## config.mk

```make
export PLATFORM = sky130hd
export DESIGN_NAME = pdp8_trace
export DESIGN_NICKNAME = d
export VERILOG_FILES = /design/src/rtl/pdp8_trace.sv
export SDC_FILE = /design/constraint.sdc
export NUM_CORES = 1
export LEC_CHECK = 0
export CORE_ASPECT_RATIO = 0.6
export CORE_MARGIN = 1
export CORE_UTILIZATION = 62
export CTS_BUF_LIST = sky130_fd_sc_hd__clkbuf_4 sky130_fd_sc_hd__clkbuf_8
export CTS_CLUSTER_SIZE = 28
export DETAILED_ROUTE_END_ITERATION = 8
export PLACE_DENSITY = 0.82
export SLEW_MARGIN = 20
export SYNTH_ARGS = -nofsm -noshare
export SYNTH_HDL_FRONTEND = slang
export SYNTH_SLANG_ARGS = --single-unit
```

## constraint.sdc

```tcl
create_clock -name clk -period 10.8 [get_ports clk]
set_clock_uncertainty 0.15 [all_clocks]
set_input_delay 2.16 -clock clk [delete_from_list [all_inputs] [get_ports clk]]
set_output_delay 2.16 -clock clk [all_outputs]
set_load 0.02 [all_outputs]
```

## src/rtl/pdp8_trace.sv

```systemverilog
// pdp8_trace: PDP-8 fetch tracer with periodic/all-fetch sampling, halt/limit records and a record FIFO.
// Define PDP8_TRACE_STALL_EN to back-pressure the CPU through cpu_stall instead of counting drops.
module pdp8_trace #(
   parameter int SAMPLE_INTERVAL = 5000,
   parameter int FIFO_DEPTH = 16,
   parameter int CYCLE_W = 32
) (
   input  logic               clk,
   input  logic               reset,
   input  logic [3:0]         state,
   input  logic [11:0]        pc,
   input  logic [11:0]        mb,
   input  logic [11:0]        ac,
   input  logic               l,
   input  logic               ion,
   input  logic [2:0]         IF,
   input  logic [2:0]         DF,
   input  logic               show_all,
   input  logic [CYCLE_W-1:0] max_cycles,
   output logic               trace_valid,
   output logic [47:0]        trace_data,
   input  logic               trace_ready,
   output logic               halted,
   output logic               limit_hit,
   output logic [CYCLE_W-1:0] cycle_count,
   output logic [15:0]        dropped,
   output logic               cpu_stall
);
   localparam int AW = $clog2(FIFO_DEPTH);
   typedef enum logic [1:0] {RUN, HALT, LIMIT} mode_t;
   mode_t r_mode;
   logic [CYCLE_W-1:0] r_cc, r_samp, w_cc_inc;
   logic [47:0] r_mem [FIFO_DEPTH];
   logic [AW:0] r_wp, r_rp;
   logic [15:0] r_drop;
   logic w_fetch, w_sampled, w_halt, w_limit, w_push, w_pop, w_full, w_wr;
   logic [1:0] w_type;
   logic [47:0] w_rec;
   assign w_fetch = r_mode == RUN && state == 4'b0000;
   assign w_cc_inc = (&r_cc) ? r_cc : r_cc + 1'b1;
   assign w_sampled = w_fetch && (r_samp + 1'b1 == CYCLE_W'(SAMPLE_INTERVAL));
   assign w_halt = r_mode == RUN && state == 4'b1100;
   assign w_limit = w_fetch && max_cycles != '0 && w_cc_inc >= max_cycles;
   // Only one record fits per cycle: halt beats limit, and a limit fetch replaces its sample record.
   assign w_type = w_halt ? 2'b01 : w_limit ? 2'b10 : 2'b00;
   assign w_push = w_halt || w_limit || (w_fetch && (show_all || w_sampled));
   assign w_rec = {w_type, IF, DF, pc, mb, l, ac, ion, 2'b00};
   assign w_full = (r_wp[AW] != r_rp[AW]) && (r_wp[AW-1:0] == r_rp[AW-1:0]);
   assign trace_valid = r_wp != r_rp;
   assign trace_data = r_mem[r_rp[AW-1:0]];
   assign w_pop = trace_valid && trace_ready;
   assign w_wr = w_push && (!w_full || w_pop);
   assign halted = r_mode == HALT;
   assign limit_hit = r_mode == LIMIT;
   assign cycle_count = r_cc;
   assign dropped = r_drop;
`ifdef PDP8_TRACE_STALL_EN
   logic [AW:0] w_cnt;
   assign w_cnt = r_wp - r_rp;
   assign cpu_stall = w_cnt >= (AW+1)'(FIFO_DEPTH - 1);
`else
   assign cpu_stall = 1'b0;
`endif
   always_ff @(posedge clk) begin
      if (reset) begin
         r_mode <= RUN;
         r_cc <= '0;
         r_samp <= '0;
         r_drop <= '0;
         r_wp <= '0;
         r_rp <= '0;
      end else begin
         if (w_halt) r_mode <= HALT;
         else if (w_limit) r_mode <= LIMIT;
         if (w_fetch) begin
            r_cc <= w_cc_inc;
            r_samp <= w_sampled ? '0 : r_samp + 1'b1;
         end
         if (w_pop) r_rp <= r_rp + 1'b1;
         if (w_wr) r_wp <= r_wp + 1'b1;
`ifndef PDP8_TRACE_STALL_EN
         if (w_push && !w_wr && !(&r_drop)) r_drop <= r_drop + 1'b1;
`endif
      end
   end
   always_ff @(posedge clk) begin
      if (w_wr && !reset) r_mem[r_wp[AW-1:0]] <= w_rec;
   end
endmodule

```

==> run_1/cell_classes.png <==
Scale bar: 100 microns. Fill, decap, tap and diode cells in gray.
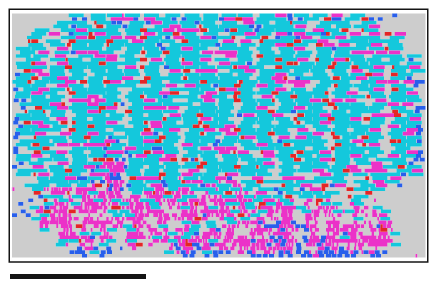
| class | color | cells | share of their area |
|---|---|---|---|
| other buffers and delay cells | blue | 209 | 5.3% |
| clock drivers and dummy loads | red | 201 | 5.6% |
| flip-flops | cyan | 832 | 63% |
| all other logic | magenta | 1022 | 26% |

==> run_1/drive_strength.png <==
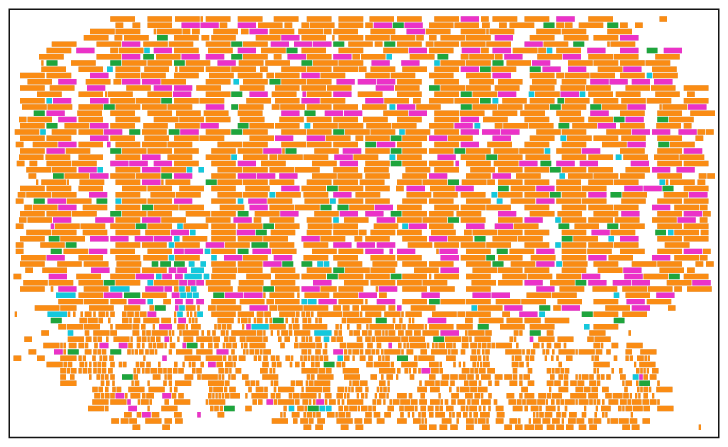
| size | color | cells |
|---|---|---|
| drive 2 | magenta | 276 |
| drive 3 to 4 | cyan | 82 |
| drive 1 or less | orange | 1784 |
| drive 6 and up | green | 122 |

==> run_1/final_clocks.png <==
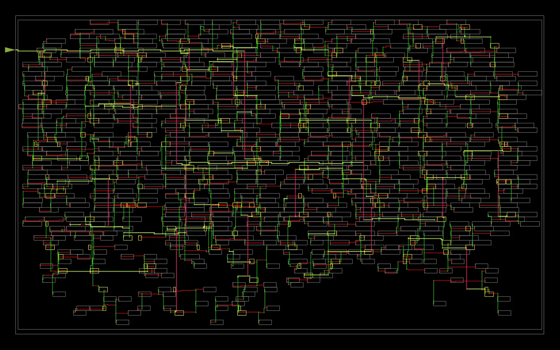
clk_lat worst skew: 0.72 ns
cts bufs inserted: 112
Power Clock: 2.27 mW
CTS sink cnt: 832

==> results.txt, run 1 <==
run metrics: worst reg2reg setup slack=3.81 ns, Rel. slew slack=23.1%, setup TNS=0 ns, switching pwr=1.31 mW, share of power burned in registers=57.2%, vias in the first global route=18700, Seq/Total Area, Yosys=69.6%, worst setup path startpoint=state[1], die span in y=185 microns, Seq cells post-synth=832, wl on met1=32300 microns, crit path time final=7.08 ns, synth unique cells=67, final WL=73800 microns, fraction of layout cells with a size suffix above 1=21.2%, clk tree area frac=5.42%, Filler cells=approximately 3200, DP Cell Count=2811, XOR Share, Synth=roughly 2.2%, Lkg Pwr=12.2 nW, most frequent CP cell=buf_4, Hold Crit Depth=2, crit share post-route=65.5%, P_comb=~0.36 mW, initial drt markers=2151, top sig layer=met4, WL/cell=24.5 microns, H-tree depth=3, Top logic family=multiplexers, crit path capture=r_mem[1][20]$_DFFE_PP_, Max-area cell share=between 60 and 70%, Placeable Area=0.0546 sq mm, Min-Delay Endpoint=dropped[1]$_SDFFE_PP0P_, critical path type=in -> reg, Worst EP arrival=roughly 7.2 ns, status=complete, no violations, Final Hold Fails=0, met1 GRT Util=40.7%, die area=0.0567 sq mm, placed instance area=between 0.03 and 0.04 sq mm, Die Wd=307 microns, Main area contributors=edfxtp_1 64%, mux4_2 15%, dfxtp_1 5.6%, ha_1 1.5%, xnor2_1 1.2%, non-clk buf share=5.19%, sw frac=21.3%, Final WS setup=3.72 ns, MI comb area=0.00995 sq mm, yosys simple share=6.78%, Well Taps=748, flop count=832, CP Depth=11, FMAX=between 0.1 and 0.15 GHz, Port Buffer Count=180, Rows=between 60 and 70, Top cell excl fill/tap=edfxtp_1, CP endpoint kind=register, met2 usage=39.5%, vias per cell=6.30, clk buf depth=3, Worst Path Buf+Inv=3, hold_buf cts=0, Reg area=0.0240 sq mm, Synth async-reset ratio=0%, r2r startpoint=cycle_count[25]$_SDFFE_PP0P_, Commonest cells post-synth=736 x edfxtp_1, 230 x mux4_2, 106 x nor2_1
## Run 2: what changed since run 1
Clock period 10.8 ns to 6.75 ns, I/O delays scaled along.
==> results.txt, run 2 <==
run metrics: status=complete, no violations, critical path type=reg -> reg, Logic pwr share=6.0%, switching pwr=2.10 mW (+60%), dpl ws=0.535 ns, clk root buf=clkbuf_8, fraction of layout cells with a size suffix above 1=21.6% (+0.39 points), CTS sink cnt=832 (unchanged), met1 GRT Util=40.4% (-0.25 points), post-CTS sizing=0, worst-case reg-to-reg path depth=19, DP Cell Count=2820 (+0.32%), adder-cell share of the synthesized area=1.49%, logic share of the area=25.2%, Clk pwr share=37.7%, H-tree depth=3 (unchanged), fin cells=3024, Rows=66 (unchanged), startpoint types=register, die area=0.0567 sq mm (unchanged), yosys stat area=0.0345 sq mm, RD Place Congestion=0.926, slowest CP cell=o31a_1, sw frac=21.0% (-0.30 points), first-pass iteration count of the detailed router=7, most numerous logic cells after layout=736 x edfxtp_1, 230 x mux4_2, 179 x clkdlybuf4s50_1, r2r startpoint=cycle_count[8]$_SDFFE_PP0P_, top sig layer=met4, CLK BUF=165, top power consumer group=sequential cells, FMAX=0.158 GHz, grt total ovfl=0, Top cell excl fill/tap=edfxtp_1, Hold Crit Start=r_mode[0]$_SDFFE_PP0P_, Synth async-reset ratio=0% (unchanged), hold_buf cts=0 (unchanged), non-clk buf share=5.74% (+0.55 points), largest net degree at the start of global routing=94, worst setup path startpoint=cycle_count[8]$_SDFFE_PP0P_, XOR Share, Synth=2.21% (unchanged), Non-CTS buffers=approximately 220, Final WS setup=0.433 ns (-3.29 ns), cts bufs inserted=110 (-1.8%), worst reg2reg setup slack=0.43 ns (-3.38 ns), Worst Path Buf+Inv=3 (unchanged), met2 usage=42.7% (+3.3 points), final core occ=72.6%, final WL=76900 microns (+4.2%), vias in the first global route=19300 (+3.1%), crit path capture=r_mem[10][23]$_DFFE_PP_, Placeable Area=0.0546 sq mm (unchanged), wl on met1=32400 microns (+0.28%), Pwr Total=10.0 mW, final instance area=0.0396 sq mm, ys flop type=edfxtp_1, Mux area share=approximately 15%, Lkg Pwr=12.4 nW (+1.1%), Largest register FFs=~740, crit path time final=6.32 ns, Die Wd=307 microns (unchanged), RSZ-0062 raised after global routing=no, endpoints failing setup=0, clk buf depth=3 (unchanged), flop count=832 (unchanged), Seq cells post-synth=832 (unchanged), Seq/Total Area, Yosys=69.6% (unchanged), nonclk inv count=48, die span in y=185 microns (unchanged), TritonCTS clock tree=done, setup TNS=0 ns (unchanged), Synth top cell by count=edfxtp_1, Well Taps=748 (unchanged), Tool Warnings=31, Max-area cell share=64.0% (unchanged), Rel. slew slack=30.2% (+7.1 points), Power Clock=3.77 mW (+66%), Hold Crit Depth=2 (unchanged), met3 usage=5.78%, share of power burned in registers=56.2% (-1.0 points), initial antenna violation count=2, yosys aoi share=2.60%, Worst EP arrival=6.48 ns (-0.76 ns), Min-Delay Endpoint=r_mode[0]$_SDFFE_PP0P_, Commonest cells post-synth=736 x edfxtp_1, 230 x mux4_2, 106 x nor2_1, placed instance area=0.0374 sq mm (+0.62%), Top logic family=multiplexers, CP endpoint kind=register, Final Hold Fails=0 (unchanged), cell internal pwr=just under 8 mW, vias per cell=6.38 (+1.2%), crit share post-route=between 90% and 100%, yosys simple share=6.78% (unchanged), synth unique cells=67 (unchanged), Reg area=0.0240 sq mm (unchanged), Tightest Pin Transition=roughly 1.0 ns, Port Buffer Count=180 (unchanged), MI comb area=0.00998 sq mm (+0.26%), clk tree area frac=5.63% (+0.21 points), initial drt markers=2070 (-3.8%), # Cells Yosys=1970, first-pass GRT wire length=115000 microns, P_comb=0.605 mW (+68%), crit path max fanout=46, WL/cell=25.4 microns (+3.9%), clk_lat worst skew=0.72 ns (about the same), grt peak-use layer=met2, synthesized area=between 0.03 and 0.04 sq mm, Hold WS=0.360 ns, CP Depth=19 (+8), Mapped Cells=about 2000, Filler cells=3169 (-1.3%), worst stage delay on the critical path=0.56 ns, Main area contributors=edfxtp_1 64%, mux4_2 15%, dfxtp_1 5.6%, ha_1 1.5%, xnor2_1 1.2%
==> run_2/gate_families.png <==
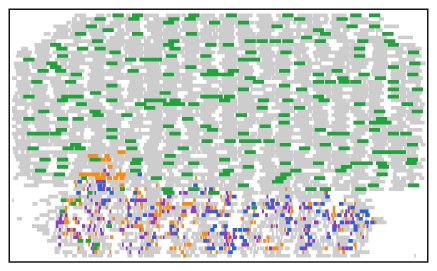
| family | color | cells |
|---|---|---|
| NOR gates | orange | 201 |
| multiplexers | green | 243 |
| NAND gates | purple | 193 |
| XOR/XNOR gates | blue | 87 |

==> run_2/met2.png <==
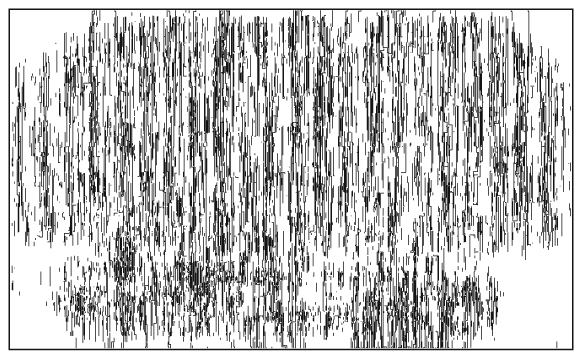
share of all routed wire: 47%
longest straight run: 74.1 microns
main direction: vertical

Power is estimated from default activity; no workload was simulated.
